Fig. 1: clock network drawn from the DEF
Scale bar: 20 microns.
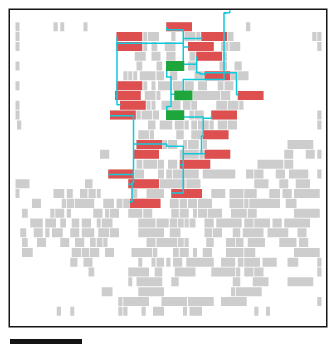
Fig. 2: signal wires by layer
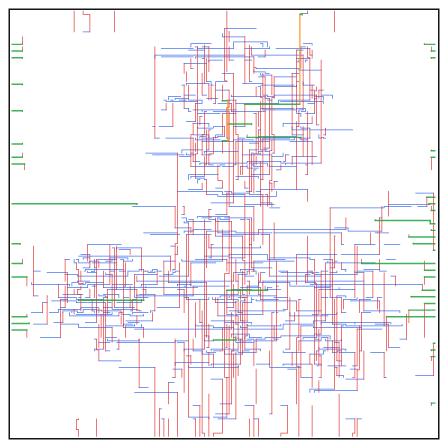
Fig. 3: close-up of the layout
Window x 24 to 64, y 6 to 46 microns. Cells in gray, sequential cells in the stronger gray; small squares are vias.
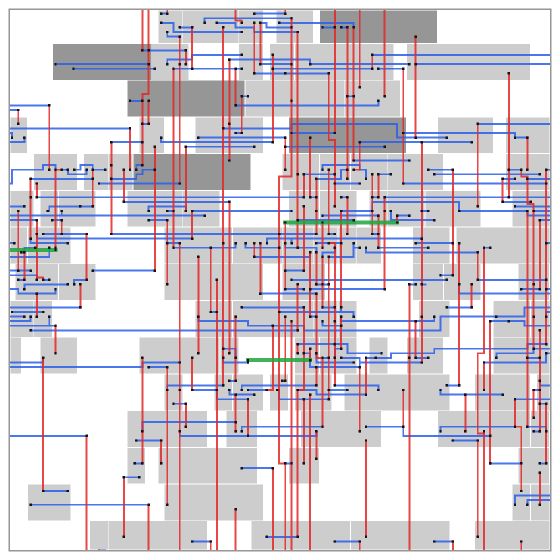
[config.mk]
export PLATFORM = sky130hd
export DESIGN_NAME = multicycle_sequencer
export DESIGN_NICKNAME = d
export VERILOG_FILES = /design/src/rtl/multicycle_sequencer.sv
export SDC_FILE = /design/constraint.sdc
export NUM_CORES = 1
export LEC_CHECK = 0
export CAP_MARGIN = 5
export CORE_UTILIZATION = 24
export DETAILED_ROUTE_END_ITERATION = 10
export GPL_TIMING_DRIVEN = 1
export PLACE_DENSITY = 0.54
export SYNTH_ARGS = -nofsm -noshare
export SYNTH_HDL_FRONTEND = slang
export SYNTH_SLANG_ARGS = --single-unit
[constraint.sdc]
create_clock -name clk -period 1.8 [get_ports clk]
set_input_delay 0.36 -clock clk [delete_from_list [all_inputs] [get_ports clk]]
set_output_delay 0.36 -clock clk [all_outputs]
set_load 0.05 [all_outputs]
[src/rtl/multicycle_sequencer.sv]
// multicycle_sequencer: control FSM for the multicycle RV32I core.
// Drives the PC / ALU / writeback mux selects and the datapath enables.
// Waits on instruction- and data-memory ready handshakes and traps on a
// bus timeout or an illegal opcode.
// Optional feature: define INSTRET_COUNTER_EN to build the 32-bit
// retired-instruction counter. Without it, instret is tied to zero.
module multicycle_sequencer #(
    parameter int unsigned MEM_TIMEOUT = 255
) (
    input  logic        clk,
    input  logic        reset,
    input  logic [6:0]  opcode,
    input  logic [2:0]  funct3,
    input  logic [6:0]  funct7,
    input  logic        branch_taken,
    input  logic        imem_ready,
    input  logic        dmem_ready,
    output logic        imem_req,
    output logic        dmem_req,
    output logic        pc_write,
    output logic        ir_write,
    output logic        reg_write,
    output logic        dmem_wren,
    output logic [1:0]  alu_src_a,
    output logic [1:0]  alu_src_b,
    output logic [1:0]  alu_op,
    output logic [1:0]  writeback_src,
    output logic [1:0]  pc_src,
    output logic        trap,
    output logic [1:0]  trap_cause,
    output logic [3:0]  state_dbg,
    output logic [31:0] instret
);

    typedef enum logic [3:0] {
        S_FETCH  = 4'd0,
        S_DECODE = 4'd1,
        S_EXEC   = 4'd2,
        S_ADDR   = 4'd3,
        S_MEM_RD = 4'd4,
        S_MEM_WR = 4'd5,
        S_WB_ALU = 4'd6,
        S_WB_MEM = 4'd7,
        S_WB_IMM = 4'd8,
        S_JUMP   = 4'd9,
        S_JALR   = 4'd10,
        S_BRANCH = 4'd11,
        S_TRAP   = 4'd12
    } state_e;

    localparam logic [6:0] OP_R      = 7'b0110011;
    localparam logic [6:0] OP_I      = 7'b0010011;
    localparam logic [6:0] OP_LOAD   = 7'b0000011;
    localparam logic [6:0] OP_STORE  = 7'b0100011;
    localparam logic [6:0] OP_LUI    = 7'b0110111;
    localparam logic [6:0] OP_AUIPC  = 7'b0010111;
    localparam logic [6:0] OP_JAL    = 7'b1101111;
    localparam logic [6:0] OP_JALR   = 7'b1100111;
    localparam logic [6:0] OP_BRANCH = 7'b1100011;
    localparam logic [6:0] OP_FENCE  = 7'b0001111;
    localparam logic [6:0] OP_SYSTEM = 7'b1110011;

    localparam logic [15:0] TIMEOUT_LIMIT = 16'(MEM_TIMEOUT);

    state_e      state_q, state_d;
    logic [1:0]  cause_q, cause_d;
    logic [15:0] wait_q, wait_d;

    // funct3/funct7 go straight from the decoder to the ALU control in the
    // datapath; the sequencer itself only needs the opcode.
    logic unused_decoder_fields;
    assign unused_decoder_fields = ^{funct3, funct7};

    // State, trap cause and memory wait counter registers
    always_ff @(posedge clk) begin
        if (reset) begin
            state_q <= S_FETCH;
            cause_q <= 2'b00;
            wait_q  <= 16'd0;
        end else begin
            state_q <= state_d;
            cause_q <= cause_d;
            wait_q  <= wait_d;
        end
    end

    // Next-state, wait-counter update and output decode; strobes are gated off while reset is high
    always_comb begin
        state_d       = state_q;
        cause_d       = cause_q;
        wait_d        = 16'd0;
        imem_req      = 1'b0;
        dmem_req      = 1'b0;
        pc_write      = 1'b0;
        ir_write      = 1'b0;
        reg_write     = 1'b0;
        dmem_wren     = 1'b0;
        alu_src_a     = 2'b00;
        alu_src_b     = 2'b00;
        alu_op        = 2'b00;
        writeback_src = 2'b00;
        pc_src        = 2'b00;

        case (state_q)
            S_FETCH: begin
                imem_req = 1'b1;
                if (imem_ready) begin
                    ir_write  = 1'b1;
                    pc_write  = 1'b1;
                    alu_src_a = 2'b00;
                    alu_src_b = 2'b01;
                    alu_op    = 2'b00;
                    pc_src    = 2'b00;
                    state_d   = S_DECODE;
                end else if (wait_q == TIMEOUT_LIMIT) begin
                    state_d = S_TRAP;
                    cause_d = 2'b10;
                end else begin
                    wait_d = wait_q + 16'd1;
                end
            end
            S_DECODE: begin
                alu_src_a = 2'b10;
                alu_src_b = 2'b10;
                alu_op    = 2'b00;
                case (opcode)
                    OP_R, OP_I:           state_d = S_EXEC;
                    OP_LOAD, OP_STORE:    state_d = S_ADDR;
                    OP_LUI:               state_d = S_WB_IMM;
                    OP_AUIPC:             state_d = S_WB_ALU;
                    OP_JAL:               state_d = S_JUMP;
                    OP_JALR:              state_d = S_JALR;
                    OP_BRANCH:            state_d = S_BRANCH;
                    OP_FENCE, OP_SYSTEM:  state_d = S_FETCH;
                    default: begin
                        state_d = S_TRAP;
                        cause_d = 2'b01;
                    end
                endcase
            end
            S_EXEC: begin
                alu_src_a = 2'b01;
                if (opcode == OP_R) begin
                    alu_src_b = 2'b00;
                    alu_op    = 2'b01;
                end else begin
                    alu_src_b = 2'b10;
                    alu_op    = 2'b10;
                end
                state_d = S_WB_ALU;
            end
            S_ADDR: begin
                alu_src_a = 2'b01;
                alu_src_b = 2'b10;
                alu_op    = 2'b00;
                state_d   = (opcode == OP_LOAD) ? S_MEM_RD : S_MEM_WR;
            end
            S_MEM_RD, S_MEM_WR: begin
                dmem_req  = 1'b1;
                dmem_wren = (state_q == S_MEM_WR);
                if (dmem_ready) begin
                    state_d = (state_q == S_MEM_RD) ? S_WB_MEM : S_FETCH;
                end else if (wait_q == TIMEOUT_LIMIT) begin
                    state_d = S_TRAP;
                    cause_d = 2'b10;
                end else begin
                    wait_d = wait_q + 16'd1;
                end
            end
            S_WB_ALU: begin
                reg_write     = 1'b1;
                writeback_src = 2'b00;
                state_d       = S_FETCH;
            end
            S_WB_MEM: begin
                reg_write     = 1'b1;
                writeback_src = 2'b01;
                state_d       = S_FETCH;
            end
            S_WB_IMM: begin
                reg_write     = 1'b1;
                writeback_src = 2'b10;
                state_d       = S_FETCH;
            end
            S_JUMP: begin
                reg_write     = 1'b1;
                writeback_src = 2'b11;
                pc_write      = 1'b1;
                pc_src        = 2'b01;
                state_d       = S_FETCH;
            end
            S_JALR: begin
                alu_src_a     = 2'b01;
                alu_src_b     = 2'b10;
                alu_op        = 2'b00;
                pc_src        = 2'b10;
                pc_write      = 1'b1;
                reg_write     = 1'b1;
                writeback_src = 2'b11;
                state_d       = S_FETCH;
            end
            S_BRANCH: begin
                alu_src_a = 2'b01;
                alu_src_b = 2'b00;
                alu_op    = 2'b11;
                pc_write  = branch_taken;
                pc_src    = 2'b01;
                state_d   = S_FETCH;
            end
            S_TRAP: begin
                state_d = S_TRAP;
            end
            default: begin
                state_d = S_FETCH;
            end
        endcase

        if (reset) begin
            imem_req      = 1'b0;
            dmem_req      = 1'b0;
            pc_write      = 1'b0;
            ir_write      = 1'b0;
            reg_write     = 1'b0;
            dmem_wren     = 1'b0;
            alu_src_a     = 2'b00;
            alu_src_b     = 2'b00;
            alu_op        = 2'b00;
            writeback_src = 2'b00;
            pc_src        = 2'b00;
        end
    end

    assign trap       = (state_q == S_TRAP);
    assign trap_cause = cause_q;
    assign state_dbg  = state_q;

`ifdef INSTRET_COUNTER_EN
    logic [31:0] instret_q, instret_d;

    // Count one retirement each time a non-fetch, non-trap state hands back to FETCH
    always_comb begin
        instret_d = instret_q;
        if (state_d == S_FETCH && state_q != S_FETCH && state_q != S_TRAP) begin
            instret_d = instret_q + 32'd1;
        end
    end

    // Retired-instruction counter register, wraps naturally at 2^32
    always_ff @(posedge clk) begin
        if (reset) begin
            instret_q <= 32'd0;
        end else begin
            instret_q <= instret_d;
        end
    end

    assign instret = instret_q;
`else
    assign instret = 32'd0;
`endif

endmodule

==> impl_metrics.csv <==
group,metric,value,unit
run_status,status,"finished with violations",
run_status,violations,"negative setup slack",
critical_path,r2r-end,"wait_q[14]",
critical_path,critPathKind,"reg2out",
final_layout,post-route-cell-area,0.00288,sq mm
final_layout,largest_register_ff_count,16,
cts,cts_max_path_buffers,2,
cts,numCtsBuffers,3,
critical_path,worst-path-max-fanout,2,
critical_path,crit_family,"simple AND/OR/NAND/NOR gates",
logic_synthesis,synth_cell_types,51,
final_layout,drive_above_1_share,40.7,%
placement,globalplace.congestion,0.769,
cts,cts_sinks,22,
placement,dp_hpwl,3.28,mm
pwr,peakVddDrop,0.361,mV
placement,place.port_buffers,34,
min_path,holdPathEnd,"wait_q[0]",
final_timing,finalSetupViolations,1,
cts,root_buffer,"clkbuf_8",
logic_synthesis,simple_gate_share,32.9,%
die,die_w,87.6,microns
global_routing,grt_max_degree,18,
logic_synthesis,async_flop_share,0,%
critical_path,start_kind,"register",
final_timing,worst_slack,-0.0141,ns
logic_synthesis,postSynthCellCount,237,
logic_synthesis,synth_flops,22,
placement,dp_cells,386,
logic_synthesis,yosys_warnings,0,
final_layout,final_nets,331,
final_layout,area_growth,63.4,%
final_layout,largest-register,"wait_q",
pwr,power_frac_comb,70.7,%
logic_synthesis,synth.yosys.seq_area_share,25.0,%
drt,drt-initial-drc-count,123,
logic_synthesis,ys_sh_aoi,16.2,%
About Fig. 1:
Red is flip-flops, count 22. Cyan is clock wires, length 244 microns. Green is clock drivers, count 3.
There are 4 routed clock nets.
Clock Skews: 0.00348 ns
Late-Pin Clk Latency: 0.26 ns
Clk power: 306 uW
Clock power frac: 9.7%

About Fig. 2:
Orange is metal 4, wire length 26.5 microns. Blue is metal 1, wire length 2100 microns. Red is metal 2, wire length 2120 microns. Green is metal 3, wire length 192 microns.
vias: 1784
GRT Util Overall: 11.2%
Detailed Route WL: 4.43 mm
Routed WL per cell: 11.0 microns

About Fig. 3:
Blue is metal 1. Red is metal 2. Green is metal 3.
99 logic cells have their middle in the window. Sequential cells in the window: 5. Netlist names of flops here include state_dbg (4), trap_cause (1). Most frequent: buf_4 (11), buf_12 (10).

area by class of cell:
type                       count  area [sq um]  area share [%]
sequential                    22           455            15.8
clock buffer                   4          45.0            1.57
timing repair buffer          80           887            30.9
multi-input combinational    193          1340            46.5
inverter                       8          30.0            1.04
tap                           96           120            4.18
routing by layer:
metal  part of all wire, %  up-vias  GRT usage, %
li1                      -      906             -
met1                    47      819          15.2
met2                    48       54          19.2
met3                   4.3        5          1.32
met4                  0.59        0          1.79
met5                     0        -             0
power by group through the flow:
stage,Sequential [uW],Clock [uW],Combinational [uW]
floorplan,758,0,1180
global placement,615,0,1820
detailed placement,616,0,1830
CTS,615,315,2050
global route,634,339,2380
finish,619,306,2240
repair_timing:
item,CTS,global route
buffers inserted,3,8
hold buffers,0,0
gates resized,46,28
setup endpoints to repair,17,30
pin swaps,6,16
cloned,0,2
Power figures rest on the tool's default switching activity, not on a simulated workload.
